**src/rtl/mem_responder.sv**
```systemverilog
// mem_responder: load/store responder between a multicycle MIPS datapath and a
// single-port synchronous word RAM without byte enables. It serves LW/LBU/LB/SW/SB.
// Byte stores are done as read-modify-write.
// Optional build macro MEM_RESPONDER_BIG_ENDIAN_EN: byte lanes use big-endian
// ordering (lane = 3 - addr[1:0]). Otherwise the lane mapping is little-endian.
`timescale 1ns/1ps

module mem_responder #(
  parameter int AW = 10
) (
  input  logic          clk,
  input  logic          reset,
  input  logic          req_valid,
  output logic          req_ready,
  input  logic [1:0]    req_we,
  input  logic [1:0]    req_ltype,
  input  logic [31:0]   req_addr,
  input  logic [31:0]   req_wdata,
  output logic          rsp_valid,
  output logic          rsp_err,
  output logic [31:0]   rsp_rdata,
  output logic          ram_en,
  output logic          ram_we,
  output logic [AW-1:0] ram_addr,
  output logic [31:0]   ram_wdata,
  input  logic [31:0]   ram_rdata
);

  typedef enum logic [2:0] {
    IDLE, RD, RD_WAIT, WR, RMW_RD, RMW_MERGE, RMW_WR, RESP
  } state_t;

  state_t         state, state_next;

  logic [AW+1:0]  addr_q;    // latched byte address, in-range part only
  logic [1:0]     ltype_q;
  logic [31:0]    data_q;    // store data, becomes the merged word for byte stores
  logic           err_q;
  logic [31:0]    rdata_q;

  logic           req_err;
  logic [1:0]     lane;
  logic [7:0]     sel_byte;
  logic [31:0]    load_word;
  logic [31:0]    merged;
  logic           ram_en_raw;
  logic           ram_we_raw;

`ifdef MEM_RESPONDER_BIG_ENDIAN_EN
  assign lane = 2'd3 - addr_q[1:0];
`else
  assign lane = addr_q[1:0];
`endif

  // Classify the incoming request as illegal: reserved codes, misaligned word access, out of range
  always_comb begin
    req_err = 1'b0;
    if (req_we == 2'b11)
      req_err = 1'b1;
    if (req_we == 2'b00 && req_ltype == 2'b11)
      req_err = 1'b1;
    if ((req_we == 2'b01 || (req_we == 2'b00 && req_ltype == 2'b00)) && req_addr[1:0] != 2'b00)
      req_err = 1'b1;
    if (req_addr[31:AW+2] != '0)
      req_err = 1'b1;
  end

  // Byte-lane extraction, load formatting and byte-store merge on the RAM read word
  always_comb begin
    // NOTE: every combinational output gets a default first so no path leaves it unassigned (no latch).
    sel_byte  = ram_rdata[7:0];
    merged    = ram_rdata;
    load_word = ram_rdata;
    case (lane)
      2'd0: begin sel_byte = ram_rdata[7:0];   merged[7:0]   = data_q[7:0]; end
      2'd1: begin sel_byte = ram_rdata[15:8];  merged[15:8]  = data_q[7:0]; end
      2'd2: begin sel_byte = ram_rdata[23:16]; merged[23:16] = data_q[7:0]; end
      2'd3: begin sel_byte = ram_rdata[31:24]; merged[31:24] = data_q[7:0]; end
      default: ;
    endcase
    case (ltype_q)
      2'b01:   load_word = {24'h000000, sel_byte};
      2'b10:   load_word = {{24{sel_byte[7]}}, sel_byte};
      default: load_word = ram_rdata;
    endcase
  end

  // State register
  always_ff @(posedge clk) begin
    // NOTE: sequential state uses non-blocking assignments so every flop samples pre-edge values.
    if (reset)
      state <= IDLE;
    else
      state <= state_next;
  end

  // Next-state logic and state-decoded handshake/RAM strobes
  always_comb begin
    state_next = state;
    req_ready  = 1'b0;
    rsp_valid  = 1'b0;
    rsp_err    = 1'b0;
    ram_en_raw = 1'b0;
    ram_we_raw = 1'b0;
    case (state)
      IDLE: begin
        req_ready = 1'b1;
        if (req_valid) begin
          if (req_err)
            state_next = RESP;
          else if (req_we == 2'b00)
            state_next = RD;
          else if (req_we == 2'b01)
            state_next = WR;
          else
            state_next = RMW_RD;
        end
      end
      RD: begin
        ram_en_raw = 1'b1;
        state_next = RD_WAIT;
      end
      RD_WAIT:   state_next = RESP;
      WR: begin
        ram_en_raw = 1'b1;
        ram_we_raw = 1'b1;
        state_next = RESP;
      end
      RMW_RD: begin
        ram_en_raw = 1'b1;
        state_next = RMW_MERGE;
      end
      RMW_MERGE: state_next = RMW_WR;
      RMW_WR: begin
        ram_en_raw = 1'b1;
        ram_we_raw = 1'b1;
        state_next = RESP;
      end
      RESP: begin
        rsp_valid  = 1'b1;
        rsp_err    = err_q;
        state_next = IDLE;
      end
      default:   state_next = IDLE;
    endcase
  end

  // A reset in the same cycle as a pending RAM access suppresses it, so an abandoned write never lands
  assign ram_en    = ram_en_raw & ~reset;
  assign ram_we    = ram_we_raw & ~reset;
  assign ram_addr  = addr_q[AW+1:2];
  assign ram_wdata = data_q;
  assign rsp_rdata = rdata_q;

  // Request capture, load-data formatting and byte-store merge registers
  always_ff @(posedge clk) begin
    if (reset) begin
      addr_q  <= '0;
      ltype_q <= 2'b00;
      data_q  <= 32'h0;
      err_q   <= 1'b0;
      rdata_q <= 32'h0;
    end else begin
      case (state)
        IDLE: begin
          if (req_valid) begin
            addr_q  <= req_addr[AW+1:0];
            ltype_q <= req_ltype;
            data_q  <= req_wdata;
            err_q   <= req_err;
            if (req_err)
              rdata_q <= 32'h0;
          end
        end
        RD_WAIT:    rdata_q <= load_word;
        RMW_MERGE:  data_q  <= merged;
        WR, RMW_WR: rdata_q <= 32'h0;
        default: ;
      endcase
    end
  end

endmodule
```
**config.mk**
```make
export PLATFORM = sky130hd
export DESIGN_NAME = mem_responder
export DESIGN_NICKNAME = d
export VERILOG_FILES = /design/src/rtl/mem_responder.sv
export SDC_FILE = /design/constraint.sdc
export NUM_CORES = 1
export LEC_CHECK = 0
export ABC_CLOCK_PERIOD_IN_PS = 1600
export CORE_MARGIN = 1
export CORE_UTILIZATION = 39
export DETAILED_ROUTE_END_ITERATION = 7
export GPL_ROUTABILITY_DRIVEN = 1
export PLACE_DENSITY = 0.83
export SYNTH_ARGS = -nofsm -noshare
export SYNTH_HDL_FRONTEND = slang
export SYNTH_SLANG_ARGS = --single-unit
```
**constraint.sdc**
```tcl
create_clock -name clk -period 1.6 [get_ports clk]
set_input_delay 0.32 -clock clk [delete_from_list [all_inputs] [get_ports clk]]
set_output_delay 0.32 -clock clk [all_outputs]
set_load 0.01 [all_outputs]
```
==> run_1/power_grid.png <==
Pins as bars on the die edge. Tap cells in grey.
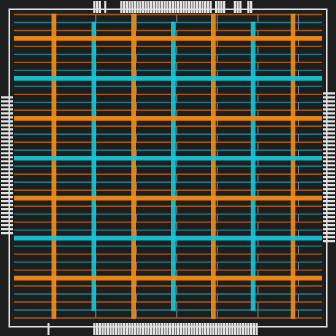
| net | colour |
|---|---|
| VSS | orange |
| VDD | cyan |
tap cells: 140
signal pins: 182
met5 straps: 7
met4 straps: 7
rows: 38

==> run_1/placement_by_type.png <==
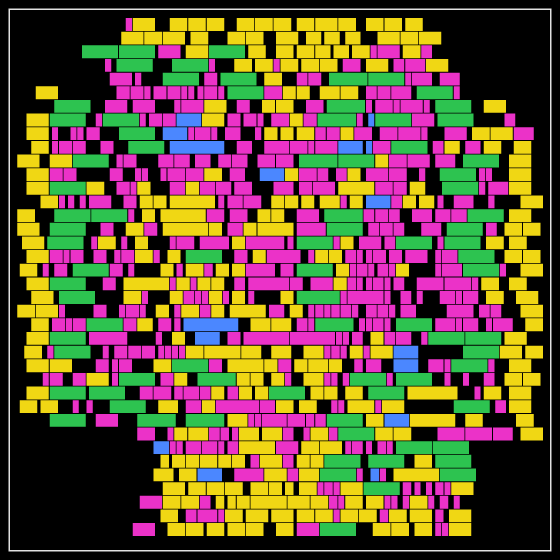
| class | colour | cells | share of their area |
|---|---|---|---|
| clock drivers and dummy loads | blue | 16 | 2.9% |
| other buffers and delay cells | yellow | 282 | 39% |
| combinational and other logic | magenta | 400 | 37% |
| flops | green | 82 | 22% |

==> run_1/clk_routes.png <==
Scale bar: 20 um.
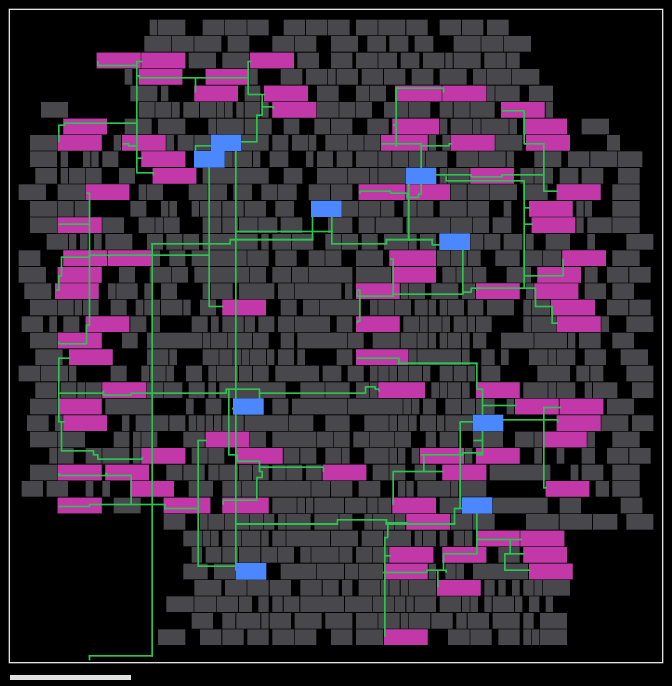
[clock drivers] blue | count: 9
[flip-flops] magenta | count: 82
[clock wires] green | length: 1070 um
flops lie: widely spread
routed clock nets: 10

==> run_1/wires.png <==
Scale bar: 20 um.
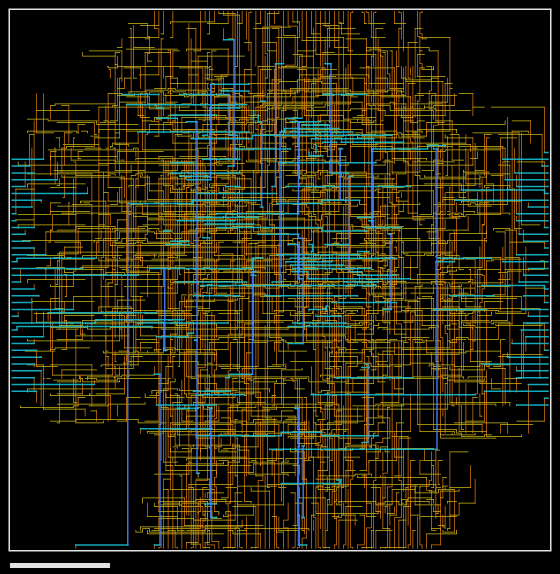
| layer | colour | wire length |
|---|---|---|
| metal 2 | orange | 8820 um |
| metal 3 | cyan | 1600 um |
| metal 4 | blue | 601 um |
| metal 1 | yellow | 7420 um |

==> impl_metrics.toml, run 1 <==
# implementation run metrics
[floorplan]
nWellTaps = 140
die_h_um = 108
chip_area_um2 = 11600
fp_util = 0.401
core_um2 = 10800

[worst_setup_path]
endpoint_kind = "register"
critPathBufInv = 2
critPathArrivalTime_ns = 2.04
crit_fanout = 5
worstPathCellList = "buf_6 -> or4b_4 -> buf_6 -> o21ai_4 -> nor2_1 -> a211oi_1"
cpPeakStageDelay_ns = 0.53
slowest_stage = "or4b_4"
endpoint = "ram_wdata[2]"
crit_type = "reg2reg"
rrSetupSlack_ns = -0.19
crit_start = "state[2]"
reg2reg_depth = 6

[cells_and_area]
nMultiInputCombCells = 358
inverters = 42
seq_share = 0.212
lay_top_cells = "clkdlybuf4s50_1, nand2_1, dfxtp_1, buf_4, dlymetal6s2s_1"
stdcell_area_um2 = 7800
clock_area_frac = 0.0281
buffer_area_frac = 0.380
largest_class = "buffers"
seqCellArea_um2 = 1660
final_common_cell = "clkdlybuf4s50_1"
fill_cells = 740
clockBufferCount = 12

[route]
drtPass1Iterations = 6
met3_length_um = 1600
wirelength_um = 18400
drc = 0
wl_met1_um = 7420
drt-initial-drc-count = 336

[pwr]
power-top-group = "sequential cells"
internal-power_mw = 4.43
seq_power_share = 0.370
switching_power_mw = 2.04
pwr-share-comb = 0.365
irDropWorstVdd_uv = 614

[min_path]
whs_path_depth = 4
holdCritPathClass = "in2reg"
holdPathEnd = "ltype_q[0]"

[timing]
final_max_slew_viol_count = 0
setup_tns_ns = -4.61
fin_crit_ns = 1.79
fin_worst_skew_ns = 0.0143
holdWs_ns = 0.380
finalSetupViolCount = 69
rsz0062_at_grt = "true"
finalWorstSetupSlack_ns = -0.185

[placed_design]
portBuffers = 181
hpwl_um = 12000
placed_cells = 879
routabilityCongestion = 0.920

[logic_synthesis]
synth_warnings = 0
avgSynthCellArea_um2 = 8.08
synth-xor-area-share = 0.00403
common_cells = "nand2_1, dfxtp_1, inv_1"
top_area_cell = "dfxtp_1"
top_cell = "nand2_1"
mux_area_frac = 0.0581
ys_cells = 538
yosysChipArea_um2 = 4350

[clock_network]
cts_max_path_buffers = 2
cts-hold-fix-buffers = 0
path_clk_slew_ns = 0.09
postCtsSetupRepairBufs = 10

[run_status]
violations = "setup timing"
status = "finished, violations left"

[global_routing]
grt_max_degree = 47
grt_pass1_vias = 4851
busiest_layer = "met2"
grt-ovfl-total = 0

[run]
maxCapViolCount = 0
--- run 2 (diff from run 1) ---
--- a/config.mk
+++ b/config.mk
@@ -10,7 +10,7 @@
 export CORE_UTILIZATION = 39
 export DETAILED_ROUTE_END_ITERATION = 7
 export GPL_ROUTABILITY_DRIVEN = 1
-export PLACE_DENSITY = 0.83
+export PLACE_DENSITY = 0.79
 export SYNTH_ARGS = -nofsm -noshare
 export SYNTH_HDL_FRONTEND = slang
 export SYNTH_SLANG_ARGS = --single-unit
==> run_2/power_grid.png <==
Pins as bars on the die edge. Tap cells in grey.
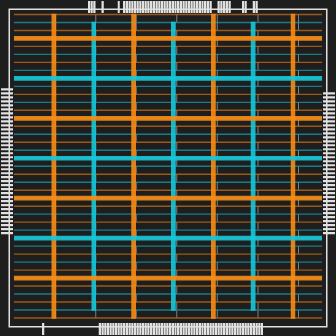
| net | colour |
|---|---|
| VSS | orange |
| VDD | cyan |
met4 straps: 7
met5 straps: 7
rows: 38

==> run_2/congestion.png <==
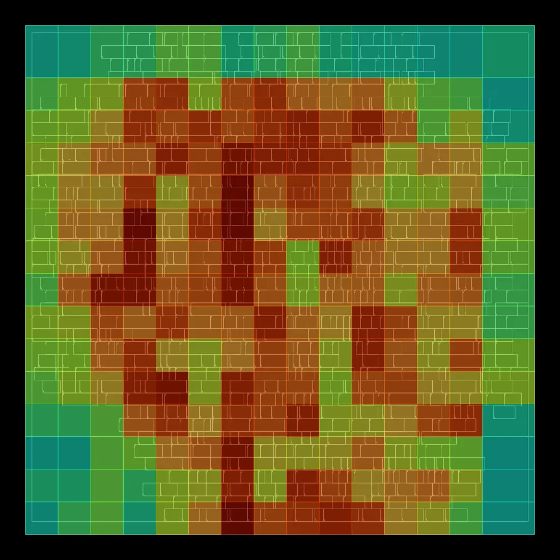
Most Crowded Layer GR: met2
M1 GR Usage: 0.359
final design utilization: 0.739

==> impl_metrics.toml, run 2 <==
# implementation run metrics
[run_status]
status = "finished, violations left"
violations = "setup timing"

[cells_and_area]
nMultiInputCombCells = 359
ff_count = 82
lay_top_cells = "clkdlybuf4s50_1, nand2_1, dfxtp_1, buf_4, dlymetal6s2s_1"
final_cells = 916
clockBufferCount = 10
drive_gt1_frac = 0.284
largest_class = "buffers"
final_common_cell = "clkdlybuf4s50_1"
buffer_area_frac = 0.373
seq_share = 0.207
inverters = 42
seqCellArea_um2 = 1660
fill_cells = 709
stdcell_area_um2 = 8010
combGateArea_um2 = 2820

[pwr]
power-top-group = "combinational logic"
internal-power_mw = 4.43
comb-power_mw = 2.47
irDropWorstVdd_uv = 557
pwr-share-comb = 0.375
switching_power_mw = 2.15
seq_power_share = 0.364

[placed_design]
portBuffers = 181
routabilityCongestion = 0.932
hpwl_um = 11800
placed_cells = 877

[floorplan]
fp_util = 0.401
nWellTaps = 140
die_h_um = 108
core_um2 = 10800

[logic_synthesis]
top_area_cell = "dfxtp_1"
ys_ff = 82
common_cells = "nand2_1, dfxtp_1, inv_1"
yosysChipArea_um2 = 4350
ys_cells = 538
avgSynthCellArea_um2 = 8.08
mux_area_frac = 0.0581
top_cell = "nand2_1"
edf_count = 0
async_flop_share = 0
synth_warnings = 0
synth-xor-area-share = 0.00403

[worst_setup_path]
reg2reg_depth = 5
critPathBufInv = 3
crit_start = "ram_rdata[23]"
crit_type = "in2reg"
critPathArrivalTime_ns = 1.98
endpoint_kind = "register"
cpPeakStageDelay_ns = 0.51
slowest_stage = "mux4_2"
r2r-start = "state[0]"
worstPathCellList = "clkdlybuf4s50_1 -> mux4_2 -> nand4b_1 -> buf_6 -> buf_12 -> a21o_1 -> o31ai_4"
rrSetupSlack_ns = -0.10
endpoint = "rsp_rdata[30]"

[clock_network]
path_clk_slew_ns = 0.09
postCtsSetupRepairBufs = 7
cts-hold-fix-buffers = 0
root_buffer = "clkbuf_8"
cts_max_path_buffers = 2
cts_made_buffers = 9

[min_path]
holdCritPathClass = "in2reg"
whs_path_depth = 4

[global_routing]
grt-ovfl-total = 0
grt_pass1_vias = 4872
grt_max_degree = 68

[timing]
holdWs_ns = 0.374
finalSetupViolCount = 67
finalWorstSetupSlack_ns = -0.121
rsz0062_at_grt = "true"
fin_worst_skew_ns = 0.0107
final_max_slew_viol_count = 0
fin_crit_ns = 1.72
setup_tns_ns = -3.73

[route]
drt-initial-drc-count = 474
wirelength_um = 19100
wl_met1_um = 7510
met3_length_um = 1600
drtPass1Iterations = 5

[run]
maxCapViolCount = 0
No activity file was given, so power comes from the tool's default toggle rates.
